$ cat config.mk
export PLATFORM = sky130hd
export DESIGN_NAME = sdram_ex_lfsr8
export DESIGN_NICKNAME = d
export VERILOG_FILES = /design/src/rtl/sdram_ex_pkg.sv /design/src/rtl/sdram_ex_lfsr8.sv
export SDC_FILE = /design/constraint.sdc
export NUM_CORES = 1
export LEC_CHECK = 0
export CAP_MARGIN = 20
export CELL_PAD_IN_SITES_DETAIL_PLACEMENT = 1
export CELL_PAD_IN_SITES_GLOBAL_PLACEMENT = 2
export CORE_UTILIZATION = 22
export DETAILED_ROUTE_END_ITERATION = 10
export MAX_ROUTING_LAYER = met4
export PLACE_DENSITY_LB_ADDON = 0.08
export SYNTH_ARGS = -nofsm -noshare
export SYNTH_HDL_FRONTEND = slang
export SYNTH_SLANG_ARGS = --single-unit
$ cat constraint.sdc
create_clock -name clk -period 1.15 [get_ports clk]
set_input_delay 0.1725 -clock clk [delete_from_list [all_inputs] [get_ports clk]]
set_output_delay 0.1725 -clock clk [all_outputs]
set_load 0.05 [all_outputs]
$ cat src/rtl/sdram_ex_pkg.sv
// Shared definitions for the SDRAM pattern-test read-back checker.
//   LFSR_POLY  : feedback taps of x^8+x^4+x^3+x^2+1 (low byte of the polynomial)
//   lfsr8_step : one shift of the byte-wide Galois LFSR
//   state_t    : checker FSM states
package sdram_ex_pkg;

  localparam logic [7:0] LFSR_POLY = 8'h1D;

  typedef enum logic [1:0] {
    ST_IDLE,
    ST_SEED,
    ST_CHECK,
    ST_DONE
  } state_t;

  // Shift left; fold the polynomial back in when the msb falls off.
  function automatic logic [7:0] lfsr8_step(input logic [7:0] d);
    return {d[6:0], 1'b0} ^ (d[7] ? LFSR_POLY : 8'h00);
  endfunction

endpackage

$ cat src/rtl/sdram_ex_lfsr8.sv
// One byte lane of expected read data.
// Ports:
//   clk, reset_n : clock and asynchronous active-low reset (q returns to SEED)
//   enable       : low -> q reloads SEED (used in idle and on the start cycle)
//   pause        : high -> q holds (no read word consumed this cycle)
//   load         : with enable && !pause, q takes ldata instead of stepping
//   ldata        : value loaded when resynchronising to the incoming stream
//   q            : current expected byte
module sdram_ex_lfsr8
  import sdram_ex_pkg::*;
#(
  parameter logic [7:0] SEED = 8'h20
) (
  input  logic       clk,
  input  logic       reset_n,
  input  logic       enable,
  input  logic       pause,
  input  logic       load,
  input  logic [7:0] ldata,
  output logic [7:0] q
);

  // NOTE: state registers use non-blocking assignment so every flop samples
  // the pre-edge values of its neighbours, independent of block ordering.
  always_ff @(posedge clk or negedge reset_n) begin
    if (!reset_n) begin
      q <= SEED;
    end else if (!enable) begin
      q <= SEED;
    end else if (!pause) begin
      q <= load ? ldata : lfsr8_step(q);
    end
  end

endmodule

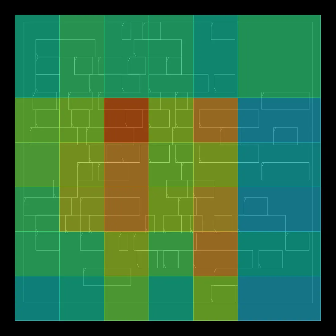
run_1/congestion.png
Overall Global Routing Usage: 0.1338
fin util: 0.4182
met1 usage: 0.1940
GRT busiest layer: met1

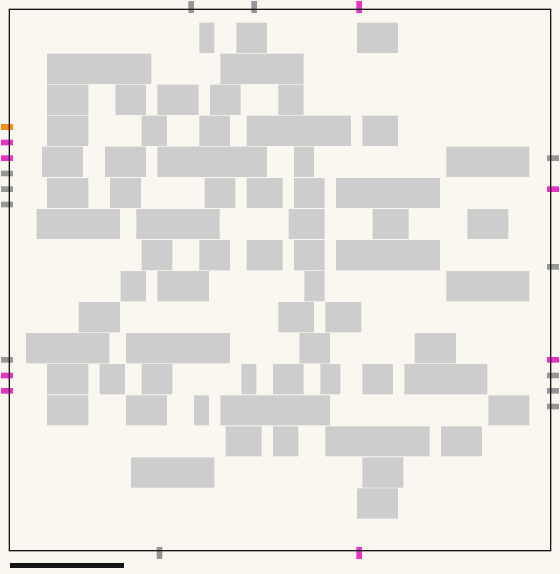
run_1/io_placement.png
Bar = 10 um. Pins as bars across the die edge, other pins in grey.
ldata: in magenta, pins 8, direction input, edge 4 left, 2 right, 1 top, 1 bottom. load: in orange, pins 1, direction input, edge left.
All pins by edge: 9 left, 7 right, 3 top, 2 bottom.

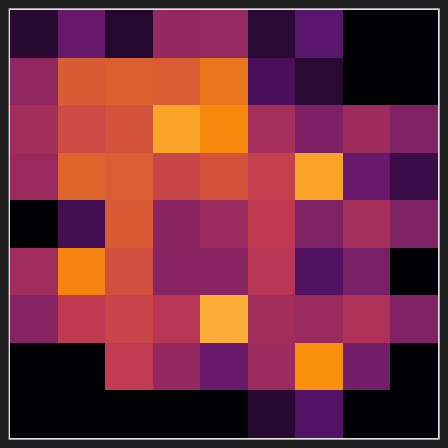
run_1/cell_density.png
The die is cut into 9 by 9 equal tiles; black is low, pale yellow is high, 0 to 100% covered.
The emptiest ninth of the die: top right. 4.9% of the tiles are over 75% full. 20% of the tiles are nearly empty.

==> metrics.yaml, run 1 <==
status: "completed"
logic_gate_count: 28
maxSlewViolCount: 0
first_pass_iters: 1
wl_met2_um: 555
grt_max_degree: 10
placedCellCount: 90
reg_top3: "q (8)"
vias_per_cell: 4.564
crit_family: "flip-flops"
die_width_um: 47.31
edf_count: 0
nNonClkInverters: 2
postRouteAntennaNets: 0
nets: 81
cts_max_level: 1
buffer_area_frac: 0.3914
flop-count: 8
ir_drop_v: 0.0004749
final-comb-area_um2: 224.0
cts_buffers: 3
flop_area_um2: 202.7
synth_top_flop_cell: "dfrtp_1"
use_met3: 0.03462
dr_wl_met3_um: 71
wl_per_cell_um: 13.18
crit_buf_inv: 1
antenna_found_initial: 0
async_flop_share: 1.000
detail_route.wirelength_um: 1239
hpwl_um: 947.2
fp.dieH_um: 47.31
diodes: 0
clock_sinks: 8
syn2layout_area_growth_pct: 79.78
r2r_slack_ns: 0.19
max_stage_delay_ns: 0.57
final-clk-cell-share: 0.03236
max_freq_mhz: 882.4
run 1: power breakdown:
group | internal [uW] | total, uW | switching [uW] | leakage [uW]
combinational | 160 | 296 | 136 | 0.000221
sequential | 305 | 337 | 32.8 | 0.000102
clock | 134 | 245 | 112 | 0.0000150
run 1: cells by family (layout without fill, tap and decap cells):
| kind of cell | after synthesis | after routing | share of synthesized area |
|---|---|---|---|
| and+or+nand+nor | 12 | 12 | 0.1856 |
| AOI/OAI and AO/OA | 8 | 8 | 0.1302 |
| DFF | 8 | 8 | 0.4460 |
| muxes | 5 | 5 | 0.1108 |
| buffers and inverters | 5 | 31 | 0.06925 |
| xor gates and xnor gates | 3 | 3 | 0.05818 |
run 1: repair_timing:
action	CTS	global route
hold buffers	0	0
gates resized	0	1
setup buffers	0	0
endpoints found under the setup margin	0	2
## Run 2: what changed since run 1
- GPL_ROUTABILITY_DRIVEN: default -> 0
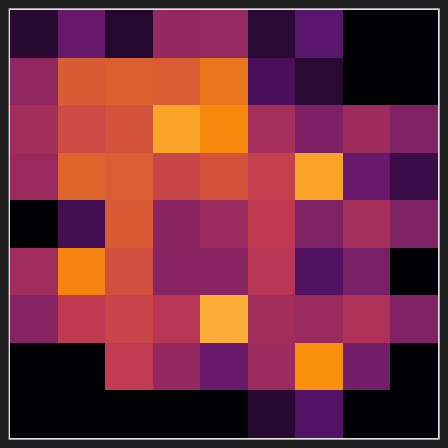
run_2/cell_density.png
The die is cut into 9 by 9 equal tiles; black is low, pale yellow is high, 0 to 100% covered.
The emptiest ninth of the die: top right. The fullest tile reaches 83%. 4.9% of the tiles are over 75% full. The mean over all tiles is 35%.

==> metrics.yaml, run 2 <==
busiest_layer: "met1"
grtUsageMet1: 0.1940  # unchanged
die_width_um: 47.31  # unchanged
setup.worst_path.end: "q[5]"
maxSlewViolCount: 0  # unchanged
final-clk-cell-share: 0.03236  # unchanged
clock_sinks: 8  # unchanged
layout_top_cells: "clkdlybuf4s50_1, buf_12, dfrtp_1, mux2i_1, buf_4"
grt_max_degree: 10  # unchanged
nets: 81  # unchanged
internal_power_uw: 598.1  # unchanged
reg2reg_from: "q[5]"
seq_power_uw: 337  # about the same
topCellsByArea: "dfrtp_1, mux2i_1, a211oi_1, dfstp_2, nand4b_1"
ir_drop_v: 0.0004749  # unchanged
buffer_area_frac: 0.3914  # unchanged
switching_share: 0.3195  # unchanged
grt_overflow: 0
grt_pass1_vias: 403
postRouteAntennaNets: 0  # unchanged
p_switching_uw: 280.8  # unchanged
async_flop_share: 1.000  # unchanged
vias_per_cell: 4.564  # unchanged
hpwl_um: 947.2  # unchanged
cts_buffers: 3  # unchanged
detail_route.wirelength_um: 1239  # unchanged
top_power_group: "registers"
seq_power_share: 0.384  # about the same
fin_util: 0.4182  # unchanged
end_kind: "output pin"
grt_usage: 0.1338  # unchanged
max_stage_delay_ns: 0.57  # about the same
flop-count: 8  # unchanged
flop_area_um2: 202.7  # unchanged
reg_top3: "q (8)"
antenna_found_initial: 0  # unchanged
dr_wl_met3_um: 71  # unchanged
use_met3: 0.03462  # unchanged
post_cts_buffers: 0  # unchanged
placedCellCount: 90  # unchanged
diodes: 0  # unchanged
wl_met2_um: 555  # unchanged
edf_count: 0  # unchanged
fp.dieH_um: 47.31  # unchanged
ctsResizeCount: 0  # unchanged
clkTransAtPathRegs_ns: 0.07
syn2layout_area_growth_pct: 79.78  # unchanged
synth_top_flop_cell: "dfrtp_1"
max_freq_mhz: 882.4  # unchanged
power_frac_clock: 0.279  # about the same
top_cells_by_count: "dfrtp_1, mux2i_1, a211oi_1, nor2b_1"
r2r_end: "q[5]"
logic_gate_count: 28  # unchanged
p_comb_uw: 296  # about the same
p_clk_uw: 245  # about the same
fin_area_um2: 812.0
first_pass_iters: 1  # unchanged
cts_tree: "built"
comb_power_share: 0.337  # about the same
setup_ws_ns: 0.01678
wl_per_cell_um: 13.18  # unchanged
worstPathRequired_ns: 0.98
ctsHoldBuffers: 0  # unchanged
status: "completed"
crit_buf_inv: 1  # unchanged
r2r_slack_ns: 0.19  # about the same
final-comb-area_um2: 224.0  # unchanged
cts-root-buf: "clkbuf_4"
crit_family: "flip-flops"
crit_cells: 1
nNonClkInverters: 2  # unchanged
cts_max_level: 1  # unchanged
run 2: worst min path at each step:
| stage | start | slack, ns | end | cells past startpoint |
|---|---|---|---|---|
| 2_1_floorplan | reset_n | -0.12 | q[0] | 0 |
| 3_3_place_gp | reset_n | 0.50 | q[4] | 1 |
| 3_5_place_dp | reset_n | 0.49 | q[4] | 1 |
| 4_1_cts | reset_n | 0.20 | q[2] | 1 |
| 5_1_grt | reset_n | 0.21 | q[2] | 1 |
| 6_report | reset_n | 0.20 | q[2] | 1 |
run 2: kinds of logic (layout without fill, tap and decap cells):
family                 after synthesis  after routing  share of synthesized area
AND/OR/NAND/NOR                     12             12                     0.1856
AND-OR/OR-AND                        8              8                     0.1302
flip-flops                           8              8                     0.4460
multiplexers                         5              5                     0.1108
buffers and inverters                5             31                    0.06925
XOR/XNOR                             3              3                    0.05818
No activity file was given, so power comes from the tool's default toggle rates.
